<file path="src/rtl/cp0_irq_unit.sv">
// CP0 subset for exception/interrupt handling: Count/Compare timer, Status,
// Cause, EPC, read-only ID registers, and a one-cycle pipeline redirect on events.
module cp0_irq_unit #(
   parameter int DATA_WIDTH = 32,
   parameter int ADDR_WIDTH = 32,
   parameter int NUM_HW_IRQ = 6,
   parameter logic [ADDR_WIDTH-1:0] EXC_VECTOR = ADDR_WIDTH'(32'h0000_0180)
) (
   input  logic                  clk,
   input  logic                  rst,
   input  logic                  stall,
   input  logic [NUM_HW_IRQ-1:0] hw_irq,
   input  logic                  wr_en,
   input  logic [4:0]            wr_addr,
   input  logic [DATA_WIDTH-1:0] wr_data,
   input  logic [4:0]            rd_addr,
   output logic [DATA_WIDTH-1:0] rd_data,
   input  logic                  exc_valid,
   input  logic [4:0]            exc_code,
   input  logic [ADDR_WIDTH-1:0] pc,
   input  logic                  in_delay_slot,
   input  logic                  eret,
   output logic                  flush,
   output logic [ADDR_WIDTH-1:0] redirect_pc,
   output logic                  irq_pending
);

   localparam logic [4:0] ADDR_COUNT   = 5'd9;
   localparam logic [4:0] ADDR_COMPARE = 5'd11;
   localparam logic [4:0] ADDR_STATUS  = 5'd12;
   localparam logic [4:0] ADDR_CAUSE   = 5'd13;
   localparam logic [4:0] ADDR_EPC     = 5'd14;
   localparam logic [4:0] ADDR_PRID    = 5'd15;
   localparam logic [4:0] ADDR_CONFIG  = 5'd16;

   logic [DATA_WIDTH-1:0] count_reg, count_next;
   logic [DATA_WIDTH-1:0] compare_reg, compare_next;
   logic                  timer_flag_reg, timer_flag_next;
   logic [7:0]            im_reg, im_next;
   logic                  exl_reg, exl_next;
   logic                  ie_reg, ie_next;
   logic                  bd_reg, bd_next;
   logic [1:0]            sw_ip_reg, sw_ip_next;
   logic [4:0]            exc_code_reg, exc_code_next;
   logic [ADDR_WIDTH-1:0] epc_reg, epc_next;
   logic [NUM_HW_IRQ-1:0] sync1_reg, sync2_reg;
   logic                  flush_reg;
   logic [ADDR_WIDTH-1:0] redirect_pc_reg;

   logic [4:0]            hw_ip;
   logic                  hw_ip7;
   logic [7:0]            ip;
   logic                  wr_ok, take_irq, take_exc, take_eret, take_trap;
   logic [DATA_WIDTH-1:0] status_word, cause_word;

   // Synchronised lines 0..4 land on IP[2..6]; line 5 shares IP[7] with the timer.
   genvar gi;
   generate
      for (gi = 0; gi < 5; gi++) begin : g_hw_ip
         if (gi < NUM_HW_IRQ) begin : g_used
            assign hw_ip[gi] = sync2_reg[gi];
         end else begin : g_unused
            assign hw_ip[gi] = 1'b0;
         end
      end
      if (NUM_HW_IRQ >= 6) begin : g_ip7_hw
         assign hw_ip7 = sync2_reg[5];
      end else begin : g_ip7_none
         assign hw_ip7 = 1'b0;
      end
   endgenerate

   assign ip          = {timer_flag_reg | hw_ip7, hw_ip, sw_ip_reg};
   assign irq_pending = ie_reg & ~exl_reg & |(ip & im_reg);

   assign wr_ok     = ~stall & wr_en;
   assign take_irq  = ~stall & irq_pending;
   assign take_exc  = ~stall & ~take_irq & exc_valid;
   assign take_eret = ~stall & ~take_irq & ~exc_valid & eret;
   assign take_trap = take_irq | take_exc;

   always_comb begin
      count_next      = count_reg + DATA_WIDTH'(1);
      compare_next    = compare_reg;
      timer_flag_next = timer_flag_reg;
      im_next         = im_reg;
      exl_next        = exl_reg;
      ie_next         = ie_reg;
      bd_next         = bd_reg;
      sw_ip_next      = sw_ip_reg;
      exc_code_next   = exc_code_reg;
      epc_next        = epc_reg;

      if (wr_ok && wr_addr == ADDR_COUNT)
         count_next = wr_data;

      // A Compare write clears the flag even if the counter matches this cycle.
      if (wr_ok && wr_addr == ADDR_COMPARE) begin
         compare_next    = wr_data;
         timer_flag_next = 1'b0;
      end else if (count_next == compare_reg && compare_reg != '0) begin
         timer_flag_next = 1'b1;
      end

      if (wr_ok && wr_addr == ADDR_STATUS) begin
         im_next  = wr_data[15:8];
         exl_next = wr_data[1];
         ie_next  = wr_data[0];
      end
      if (wr_ok && wr_addr == ADDR_CAUSE)
         sw_ip_next = wr_data[9:8];
      if (wr_ok && wr_addr == ADDR_EPC && !take_trap)
         epc_next = ADDR_WIDTH'(wr_data);

      // Events override the same-cycle software write on EPC/BD/ExcCode/EXL.
      if (take_trap) begin
         exc_code_next = take_irq ? 5'd0 : exc_code;
         if (!exl_reg) begin
            epc_next = in_delay_slot ? pc - ADDR_WIDTH'(4) : pc;
            bd_next  = in_delay_slot;
            exl_next = 1'b1;
         end
      end else if (take_eret) begin
         exl_next = 1'b0;
      end
   end

   always_ff @(posedge clk or posedge rst) begin
      if (rst) begin
         count_reg       <= '0;
         compare_reg     <= '0;
         timer_flag_reg  <= 1'b0;
         im_reg          <= '0;
         exl_reg         <= 1'b0;
         ie_reg          <= 1'b0;
         bd_reg          <= 1'b0;
         sw_ip_reg       <= '0;
         exc_code_reg    <= '0;
         epc_reg         <= '0;
         sync1_reg       <= '0;
         sync2_reg       <= '0;
         flush_reg       <= 1'b0;
         redirect_pc_reg <= '0;
      end else begin
         count_reg      <= count_next;
         compare_reg    <= compare_next;
         timer_flag_reg <= timer_flag_next;
         im_reg         <= im_next;
         exl_reg        <= exl_next;
         ie_reg         <= ie_next;
         bd_reg         <= bd_next;
         sw_ip_reg      <= sw_ip_next;
         exc_code_reg   <= exc_code_next;
         epc_reg        <= epc_next;
         sync1_reg      <= hw_irq;
         sync2_reg      <= sync1_reg;
         flush_reg      <= take_trap | take_eret;
         if (take_trap)
            redirect_pc_reg <= EXC_VECTOR;
         else if (take_eret)
            redirect_pc_reg <= epc_reg;
      end
   end

   assign flush       = flush_reg;
   assign redirect_pc = redirect_pc_reg;

   always_comb begin
      status_word        = '0;
      status_word[15:8]  = im_reg;
      status_word[1]     = exl_reg;
      status_word[0]     = ie_reg;
      cause_word                 = '0;
      cause_word[DATA_WIDTH-1]   = bd_reg;
      cause_word[15:8]           = ip;
      cause_word[6:2]            = exc_code_reg;
   end

   // Reads see register outputs, so a same-cycle write is not yet visible.
   always_comb begin
      rd_data = '0;
      case (rd_addr)
         ADDR_COUNT:   rd_data = count_reg;
         ADDR_COMPARE: rd_data = compare_reg;
         ADDR_STATUS:  rd_data = status_word;
         ADDR_CAUSE:   rd_data = cause_word;
         ADDR_EPC:     rd_data = DATA_WIDTH'(epc_reg);
         ADDR_PRID:    rd_data = '0;
         ADDR_CONFIG:  rd_data = DATA_WIDTH'(32'h0000_8000);
         default:      rd_data = '0;
      endcase
   end

endmodule
</file>
<file path="config.mk">
export PLATFORM = sky130hd
export DESIGN_NAME = cp0_irq_unit
export DESIGN_NICKNAME = d
export VERILOG_FILES = /design/src/rtl/cp0_irq_unit.sv
export SDC_FILE = /design/constraint.sdc
export NUM_CORES = 1
export LEC_CHECK = 0
export CORE_AREA = 4 4 168 122
export CTS_CLUSTER_SIZE = 30
export DETAILED_ROUTE_END_ITERATION = 8
export DIE_AREA = 0 0 172 126
export PLACE_DENSITY = 0.77
export SLEW_MARGIN = 40
export SYNTH_ARGS = -nofsm -noshare
export SYNTH_HDL_FRONTEND = slang
export SYNTH_SLANG_ARGS = --single-unit
export TNS_END_PERCENT = 30
</file>
<file path="constraint.sdc">
create_clock -name clk -period 4.9 [get_ports clk]
set_clock_uncertainty 0.1 [all_clocks]
set_input_delay 0.49 -clock clk [delete_from_list [all_inputs] [get_ports clk]]
set_output_delay 0.49 -clock clk [all_outputs]
set_load 0.01 [all_outputs]
</file>
==> deck_impl_summary.md <==
Key Metrics from the Run

Run status
  – Status: finished clean

Final timing
  – Final-report hold violation count: 0
  – RSZ-0062 raised after global routing: false
  – Measured slew at the worst slew-check pin: about 840 ps

Final layout
  – Most common logic cells in the final layout: dfrtp_1, clkdlybuf4s50_1, nand2_1

GRT
  – Maximum number of pins on one net before global-route repair: 161
  – First-pass GRT wire length: about 49000 um
  – GRT Overall Usage: between 20% and 30%

Yosys
  – Count of yosys warnings during synthesis: 0
  – Average size of a mapped cell: 9.59 um2
  – Net count entering floorplan: 1044
  – Post-Syn Area: 9110 um2
  – Yosys chip area: approximately 9100 um2
  – Seq cells post-synth: around 160

Job
  – Count of tool warnings: 28

Setup path
  – Buffering stage count on the worst path with inverters included: 0
  – Arrival time at the worst endpoint: 4160 ps
  – Crit-path leading delay family: simple AND/OR/NAND/NOR gates
  – Setup crit end kind: register
  – CP Launch Type: register
  – Data required time of the critical path: 5150 ps

Floorplan
  – Placement Rows: 42
  – Total Die Area: around 22000 um2
  – Core area: around 19000 um2

Drt
  – DR vias/cell: about 6.4
  – Routed length per placed instance: between 20 and 25 um
  – Routed wire length: 32200 um
  – Number of violations reported at the end of detailed-routing iteration 0: 1318

CTS
  – Clock-pin slew on the worst setup and hold paths: approximately 70 ps
  – Clock buffer count from CTS: 17
  – Number of buffers inserted for hold repair after clock tree synthesis: 0

Placement
  – Routability-driven placement congestion ratio: 1.01

Pwr
  – Leak Pwr: around 4.8 nW
[worst register-to-register path, delay by kind of cell (launching register included)]
family,cells,cell delay [ps]
flops,1,510
xor+xnor,1,550
simple gates,5,1920
compound gates,3,750
[final cells by class]
class | count | area (um2)
fill | 1546 | 7070
sequential | 160 | 4000
inverter | 43 | 165
multi-input combinational | 691 | 4780
tap | 242 | 303
clock buffer | 17 | 425
timing repair buffer | 173 | 1760
clock inverter | 15 | 194
[metrics by stage]
stage / power (mW) / setup slack, ps / cell area, um2 / util, %
4_1_cts: 4.79 / 1100 / 11600 / 62.0
6_report: 4.84 / 992 / 11600 / 62.2
2_1_floorplan: 2.75 / 1730 / 9110 / -
3_3_place_gp: 3.36 / 1080 / 10900 / 58.3
3_5_place_dp: 3.41 / 931 / 11000 / 58.7
5_1_grt: 5.05 / 773 / 11600 / 62.2
[report_power, final]
| part | switching, mW | internal (mW) | leakage [nW] |
|---|---|---|---|
| registers | 0.540 | 1.66 | 2.02 |
| logic | 0.629 | 0.635 | 2.44 |
| clock network | 0.640 | 0.737 | 0.298 |
[cells by family after synthesis]
kind of cell / count (synthesis) / share of synthesized area (%)
XOR/XNOR: 84 / 8.23
buffers and inverters: 99 / 4.20
AND/OR/NAND/NOR: 301 / 16.7
AND-OR/OR-AND: 226 / 17.5
adder cells (fa/ha/maj): 2 / 0.275
multiplexers: 78 / 9.15
flip-flops: 160 / 43.9
[synth_stat cells, types with 22 or more instances]
library cell | n | area, um2
dfrtp_1 | 160 | 4000
nand2_1 | 93 | 349
nor2_1 | 59 | 221
o21ai_0 | 55 | 275
clkbuf_1 | 46 | 173
xor2_1 | 45 | 394
inv_1 | 43 | 161
mux2_2 | 42 | 473
a22o_1 | 38 | 333
xnor2_1 | 38 | 333
mux2i_1 | 36 | 360
a21oi_1 | 34 | 170
a22oi_1 | 32 | 240
nor3_1 | 31 | 155
nor4_1 | 22 | 138
[final timing paths]
path                       cells after the start        endpoint  slack (ps)          from
min in group asynchronous                      3     epc_reg[24]         430           rst
min reg2reg                                    0    sync2_reg[2]         250  sync1_reg[2]
max in group asynchronous                      4   count_reg[24]        3520           rst
min                                            0    sync2_reg[2]         250  sync1_reg[2]
max                                            9  timer_flag_reg         990  count_reg[4]
max reg2reg                                    9  timer_flag_reg         990  count_reg[4]
[layer usage]
layer | share of wire [%] | up-vias | routed length, um | global-route usage (%)
met2 | 41 | 575 | 13100 | 40.0
met4 | 2.4 | 0 | 779 | 7.02
met1 | 43 | 4195 | 13800 | 45.4
met5 | 0 | - | 0 | 0
li1 | - | 3759 | - | -
met3 | 14 | 67 | 4530 | 10.6
### Gate families picked out

(2 px per um)
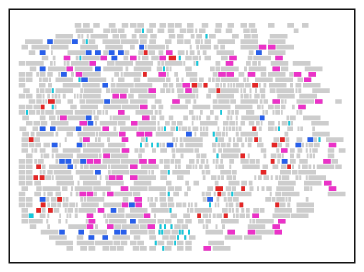
Key: AND-OR and OR-AND gates = blue [cells 45]; AND and OR gates = red [cells 32]; inverters = cyan [cells 43]; multiplexers = magenta [cells 78, where all over the die]
most instantiated logic cell after routing: dfrtp_1
fraction of area in multi-input gates: 41.1%
number of cells in the finished layout apart from fillers: 1341

### Routed metal per tile

(1.5 px per um) The die is cut into 34 by 25 equal tiles; dark purple is low, yellow is high, scaled to the fullest tile. Values are wire area over tile area, all layers added.
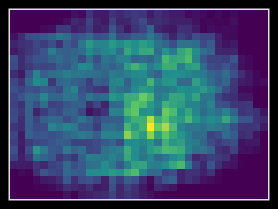
The fullest tile reaches 1.0. The densest ninth of the die: centre. The mean over all tiles is 0.26.

Power figures rest on the tool's default switching activity, not on a simulated workload.
